==> config.mk <==
export PLATFORM = sky130hd
export DESIGN_NAME = updown_modulo_counter
export DESIGN_NICKNAME = d
export VERILOG_FILES = /design/src/rtl/updown_modulo_counter.sv
export SDC_FILE = /design/constraint.sdc
export NUM_CORES = 1
export LEC_CHECK = 0
export ABC_AREA = 0
export CELL_PAD_IN_SITES_DETAIL_PLACEMENT = 1
export CELL_PAD_IN_SITES_GLOBAL_PLACEMENT = 2
export CORE_MARGIN = 5
export CORE_UTILIZATION = 25
export CTS_BUF_LIST = sky130_fd_sc_hd__clkbuf_16
export DETAILED_ROUTE_END_ITERATION = 8
export PLACE_DENSITY_LB_ADDON = 0.1
export SYNTH_ARGS = -nofsm -noshare
export SYNTH_HDL_FRONTEND = slang
export SYNTH_SLANG_ARGS = --single-unit
==> constraint.sdc <==
create_clock -name clk -period 5 [get_ports clk]
set_input_delay 1 -clock clk [delete_from_list [all_inputs] [get_ports clk]]
set_output_delay 1 -clock clk [all_outputs]
set_load 0.02 [all_outputs]
Run 1, power grid:
The bar under the picture is 20 µm long. Pins as bars on the die edge.
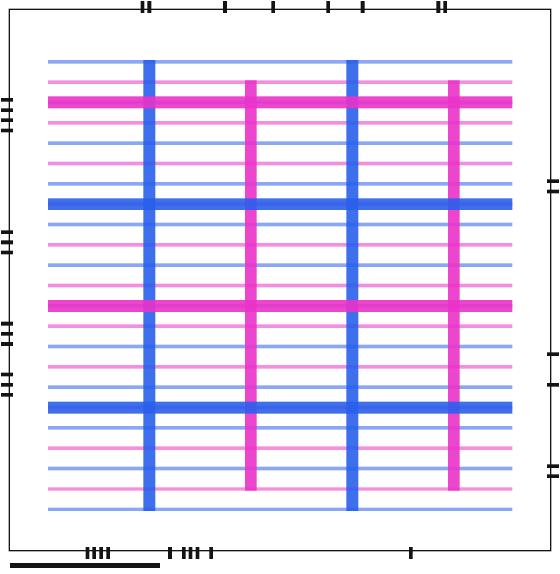
Key: blue = VSS; magenta = VDD
37 signal pins sit on the boundary. 4 straps on met5.
worst vdd ir: 0.0858 mV
core area: 3720 µm²

Run 1, placed cells, one color a class:
The bar under the picture is 20 µm long.
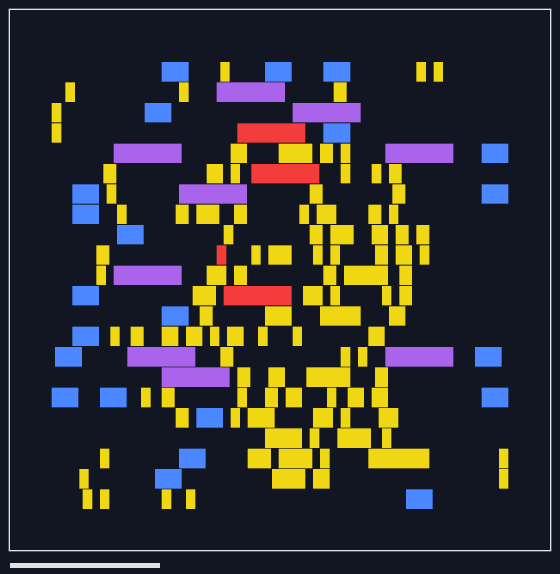
Key: purple = flops [cells 9]; blue = other buffers and delay cells [cells 22]; yellow = all other logic [cells 106]; red = clock drivers and dummy loads [cells 4]
final instance area: 1210 µm²
Seq area share: 0.187
Final Util: 0.325
Core Rows: 22

Run 1, clock network drawn from the DEF:
The bar under the picture is 20 µm long.
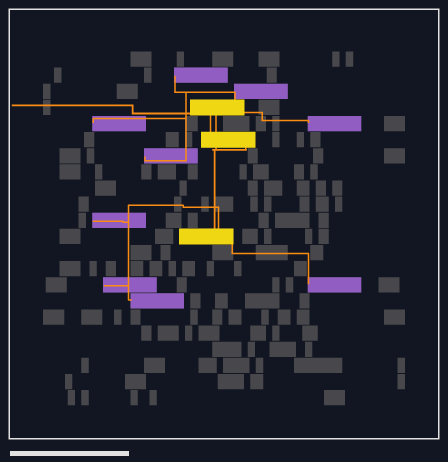
Key: yellow = cells driving clock nets [count 3]; purple = flip-flops [count 9]; orange = clock wires [length 210 µm]
There are 4 routed clock nets.
clock group power: 145 µW
clk latency late pin: 0.24 ns

==> qor.txt, run 1 <==
Top FF cell, synth = dfrtp_1
GR Layer Usage met2 = 0.188
pin count of the biggest net entering global routing = 19
Commonest Layout Cell = clkdlybuf4s50_1
Num CTS Buffers = 3
Final Hold Slack = 0.740 ns
Critical Path Max Stage Delay = 0.85 ns
Reg clk slew, reported paths = 0.04 ns
Setup Crit Path Kind = input port to register
DP Cell Count = 185
busiest grt layer = met2
Post-CTS Hold Buffers = 0
post-synthesis cell area = 967 µm²
die width = 72.2 µm
die height = 72.2 µm
total power draw = 347 µW
Worst slew margin = 0.590
Post-synth ARST share = 1.00
Unique cell types = 38
vias in the first global route = 940
Worst Clk Skew = 0.000989 ns
final setup violation count = 0
Final TNS setup = 0 ns
number of post-CTS setup repair buffers = 0
Synth Register Bits = 9
Max stage delay cell, worst path = clkdlybuf4s50_1
Overflow after GRT = 0
ant diodes = 0
buffers added on ports = 22
Layout area overhead = 24.7%
worst-margin pin slew = 0.613 ns
Hold Fails Final Rpt = 0
final setup margin = 2.42 ns
Root Buffer = clkbuf_16
post-route insts no fill = 189
first-pass GRT wire length = 4.73 mm
Sinks on Clock Net = 9
floorplan utilization = 0.260
dominant logic cell types in the final layout = 22 x clkdlybuf4s50_1, 15 x nand2_1, 14 x conb_1
Final Max Tran Viols = 0
post_cts resized = 0
RSZ-0062 raised after global routing = false
Setup crit start kind = input port
area reported by Yosys stat = 967 µm²
crit path cell chain = clkdlybuf4s50_1 > nand3b_1 > nand2_1 > o32ai_1 > o21ai_0
crit path DRT = 5.09 ns
Worst Hold Class = register to register
I/O pins = 37
clock buffer depth = 2
initial antenna violation count = 0
Via Count = 895
Tool Warnings = 28
maximum achievable frequency = 0.388 GHz
Setup crit end kind = register
DP HPWL = 2.12 mm
flip-flops with a built-in enable = 0
hold depth = 2
post-route clock period utilization = 0.515
GR Util met3 = 0.0319
GRT Util Overall = 0.116
R2R setup slack = 3.11 ns
pre-CTS setup slack = 2.17 ns
vias per cell = 4.74
die area = 5210 µm²
max reg flops = 8
ys cells = 127
Arr. time, crit path = 2.67 ns
DRC viols = 0
TritonCTS clock tree = done
drt total wl = 2.82 mm
fin crit period = 2.58 ns
placed cell areas = 1130 µm²
Worst Reg2Reg Path Length in Cells = 7
power density over the cells = 288 nW/µm²
YS warnings = 0
number of antenna-violating nets in the routed design = 0
H-tree lvl count = 1
nets = 159
status = finished clean
met1 Usage GRT = 0.146
post-DR wirelength/cell = 14.9 µm
Avg Inst Size Synth = 7.62 µm²
Post-Syn Instances = 127
Leakage Power = 0.475 nW
Max Cap Viol = 0
CP Max Fanout = 17
share of layout cells above drive strength 1 = 0.0780
DR iter-0 viols = 48
Synth Seq Share = 0.233
GP Congestion = 0.813
DR pass1 iterations = 3
## run 1: critical path: cells and delay by family
kind / cells / cell delay, ns
buffers and inverters: 1 / 0.85
AND/OR/NAND/NOR: 2 / 0.42
AND-OR/OR-AND: 2 / 0.38
## run 1: layout make-up
cell class | instances | area, µm²
clock inverters | 1 | 3.75
well taps | 48 | 60.1
multi-input cells | 101 | 603
inverters | 5 | 18.8
flip-flops and latches | 9 | 225
clock buffers | 3 | 75.1
repair buffers | 22 | 220
fillers | 465 | 2510
## run 1: cell families (layout without fill, tap and decap cells)
family	count (synthesis)	after routing	synth area share
fa+ha+maj	3	3	0.0388
compound gates	30	30	0.199
xor+xnor	3	3	0.0272
mux	1	1	0.0233
simple gates	50	50	0.281
other cells	1	14	0.00388
flops	9	9	0.233
buf+inv	30	31	0.194
## run 1: metal layers
layer	up-vias	share of wire
met3	6	0.061
met5	-	0
met2	26	0.47
met1	424	0.45
li1	439	-
met4	0	0.018
## run 1: power breakdown
part	switching (mW)	internal [mW]	leakage, nW
logic	0.0549	0.0453	0.322
clock network	0.0397	0.105	0.0423
registers	0.0223	0.0799	0.110
## run 1: cell usage after synthesis (all sizes together), types with 2 or more instances
cell	number	area (µm²)
a21oi	10	50.1
a31oi	3	18.8
and3	2	12.5
buf	21	154
clkbuf	4	15.0
dfrtp	9	225
ha	3	37.5
inv	5	18.8
nand2	15	56.3
nand2b	5	38.8
nand3	6	30.0
nand4	2	12.5
nor2	11	41.3
nor3	4	36.3
o21ai	8	40.0
o22ai	2	12.5
o31ai	2	20.0
xor2	2	17.5
==> run 2, diff against run 1 <==
--- a/config.mk
+++ b/config.mk
@@ -9,7 +9,7 @@
 export CELL_PAD_IN_SITES_DETAIL_PLACEMENT = 1
 export CELL_PAD_IN_SITES_GLOBAL_PLACEMENT = 2
 export CORE_MARGIN = 5
-export CORE_UTILIZATION = 25
+export CORE_UTILIZATION = 21
 export CTS_BUF_LIST = sky130_fd_sc_hd__clkbuf_16
 export DETAILED_ROUTE_END_ITERATION = 8
 export PLACE_DENSITY_LB_ADDON = 0.1
==> constraint.sdc (replaced) <==
create_clock -name clk -period 2.3 [get_ports clk]
set_input_delay 0.46 -clock clk [delete_from_list [all_inputs] [get_ports clk]]
set_output_delay 0.46 -clock clk [all_outputs]
set_load 0.02 [all_outputs]
Run 2, clock network drawn from the DEF:
The bar under the picture is 20 µm long.
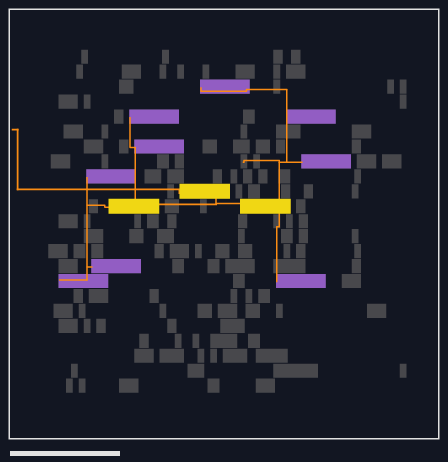
Key: purple = flip-flops [count 9]; orange = clock wires [length 190 µm]; yellow = cells driving clock nets [count 3]
There are 4 routed clock nets.
clock group power: 306 µW
Worst Clk Skew: 0.00248 ns
clock power share: 0.405
clk latency late pin: 0.23 ns

==> run 2 against run 1 <==
Setup slack lost 2.2 ns. Clock power up 110%. Largest cell class unchanged. Synthesized cell count unchanged. Non-clock buffer count is 4 higher. Via count grew 2.3%. Power rose by 120%. Final cell count grew 4.2%. Critical path depth decreased by 4. First-iteration DRC count up 6.3%. Sequential cell count is the same. Combinational power rose by 130%. Sequential power up 120%. Critical path type is now register to output pin. Critical endpoint is now count[3].
==> qor.txt, run 2 <==
Top FF cell, synth = dfrtp_1 (unchanged)
layout filler cell count = 527 (was 465)
Overflow after GRT = 0 (unchanged)
crit path cell chain = clkdlybuf4s50_1 (was clkdlybuf4s50_1 > nand3b_1 > nand2_1 > o32ai_1 > o21ai_0)
top cells by area = dfrtp_1 23%, buf_4 12%, nand2_1 5.8% (unchanged)
Post-Syn Instances = 127 (unchanged)
maximum achievable frequency = 0.492 GHz
YS warnings = 0 (unchanged)
vias per cell = 4.65 (was 4.74)
post-route clock period utilization = 0.883
Register Area = 225 µm² (unchanged)
final setup violation count = 0 (unchanged)
die width = 77.9 µm (was 72.2 µm)
Setup crit start kind = register (was input port)
Net Sw Frac = 0.330 (was 0.337)
die height = 77.9 µm (was 72.2 µm)
crit path DRT = 1.84 ns (was 5.09 ns)
Avg Inst Size Synth = 7.62 µm² (unchanged)
first-pass GRT wire length = 5.21 mm (was 4.73 mm)
nets = 163 (was 159)
Core Rows = 24 (was 22)
Simple-Gate Fraction of Synth Area = 0.281 (unchanged)
pre-CTS setup slack = 0.205 ns (was 2.17 ns)
Logic family by area = simple AND/OR/NAND/NOR gates (unchanged)
largest area contributor in the synthesized netlist = dfrtp_1 (unchanged)
largest delay contributor family on the critical path = buffers and inverters (unchanged)
pin count of the biggest net entering global routing = 12 (was 19)
WP depth = 1 (was 5)
ant diodes = 0 (unchanged)
Worst Reg2Reg Path Length in Cells = 7 (unchanged)
Worst Path Buf+Inv = 1 (unchanged)
buffers added on ports = 22 (unchanged)
GP Congestion = 0.788 (was 0.813)
Final TNS setup = 0 ns (unchanged)
Critical Path Max Stage Delay = 0.71 ns (was 0.85 ns)
post-synthesis cell area = 967 µm² (unchanged)
clock buffer depth = 2 (unchanged)
DR iter-0 viols = 51 (was 48)
Comb gate area = 603 µm² (unchanged)
aoi share = 0.199 (unchanged)
number of antenna-violating nets in the routed design = 0 (unchanged)
post-synth top area share = 0.233 (unchanged)
R2R setup slack = 0.51 ns (was 3.11 ns)
initial antenna violation count = 0 (unchanged)
P_sw = 249 µW (was 117 µW)
H-tree lvl count = 1 (unchanged)
DP HPWL = 2.41 mm (was 2.12 mm)
ys cells = 127 (unchanged)
max reg flops = 8 (unchanged)
Leakage Power = 0.495 nW (was 0.475 nW)
floorplan utilization = 0.219 (was 0.260)
Synth Register Bits = 9 (unchanged)
adder share = 0.0388 (unchanged)
Worst Hold Class = input port to asynchronous set/reset pin (was register to register)
DR pass1 iterations = 4 (was 3)
Max stage delay cell, worst path = clkdlybuf4s50_1 (unchanged)
post-DR wirelength/cell = 15.3 µm (was 14.9 µm)
Via Count = 916 (was 895)
share of layout cells above drive strength 1 = 0.103 (was 0.0780)
area reported by Yosys stat = 967 µm² (unchanged)
vias in the first global route = 1,020 (was 940)
Arr. time, crit path = 1.57 ns (was 2.67 ns)
power density over the cells = 608 nW/µm² (was 288 nW/µm²)
xor+xnor area frac = 0.0272 (unchanged)
number of post-CTS setup repair buffers = 0 (unchanged)
status = finished clean (unchanged)
-- run 2: netlist changes by cell type in the layout (fill, tap and decap cells not counted) --
cell   before  now
buf_4       0    4
-- run 2: cells by family after synthesis --
kind of cell    count (synthesis)
flops                           9
simple gates                   50
other cells                     1
fa+ha+maj                       3
buf+inv                        30
mux                             1
compound gates                 30
xor+xnor                        3
-- run 2: area by class of cell --
cell class              instances  area share
clock buffers                   3      0.0605
clock inverters                 1     0.00302
inverters                       5      0.0151
multi-input cells             101       0.486
flip-flops and latches          9       0.181
well taps                      52      0.0524
repair buffers                 26       0.202
-- run 2: routing by layer --
layer / up-vias / wire length, µm / track usage
met2: 31 / 1500 / 0.176
met1: 437 / 1260 / 0.128
li1: 444 / - / -
met5: - / 0 / 0
met3: 4 / 228 / 0.0428
met4: 0 / 31 / 0.0155
-- run 2: power groups by stage --
stage | combinational, mW | sequential (mW) | clock (mW)
floorplan | 0.178 | 0.209 | 0
global placement | 0.230 | 0.222 | 0
detailed placement | 0.231 | 0.222 | 0
CTS | 0.233 | 0.220 | 0.313
global route | 0.255 | 0.225 | 0.323
finish | 0.229 | 0.220 | 0.306
-- run 2: metrics by stage --
| step | power (mW) | instances | cell area [µm²] |
|---|---|---|---|
| final | 0.755 | 197 | 1240 |
| after global routing | 0.803 | 197 | 1240 |
| after CTS | 0.767 | 197 | 1240 |
| after detailed placement | 0.453 | 193 | 1160 |
| after global placement | 0.452 | 193 | 1160 |
| after floorplan | 0.387 | 140 | 1020 |
No activity file was given, so power comes from the tool's default toggle rates.
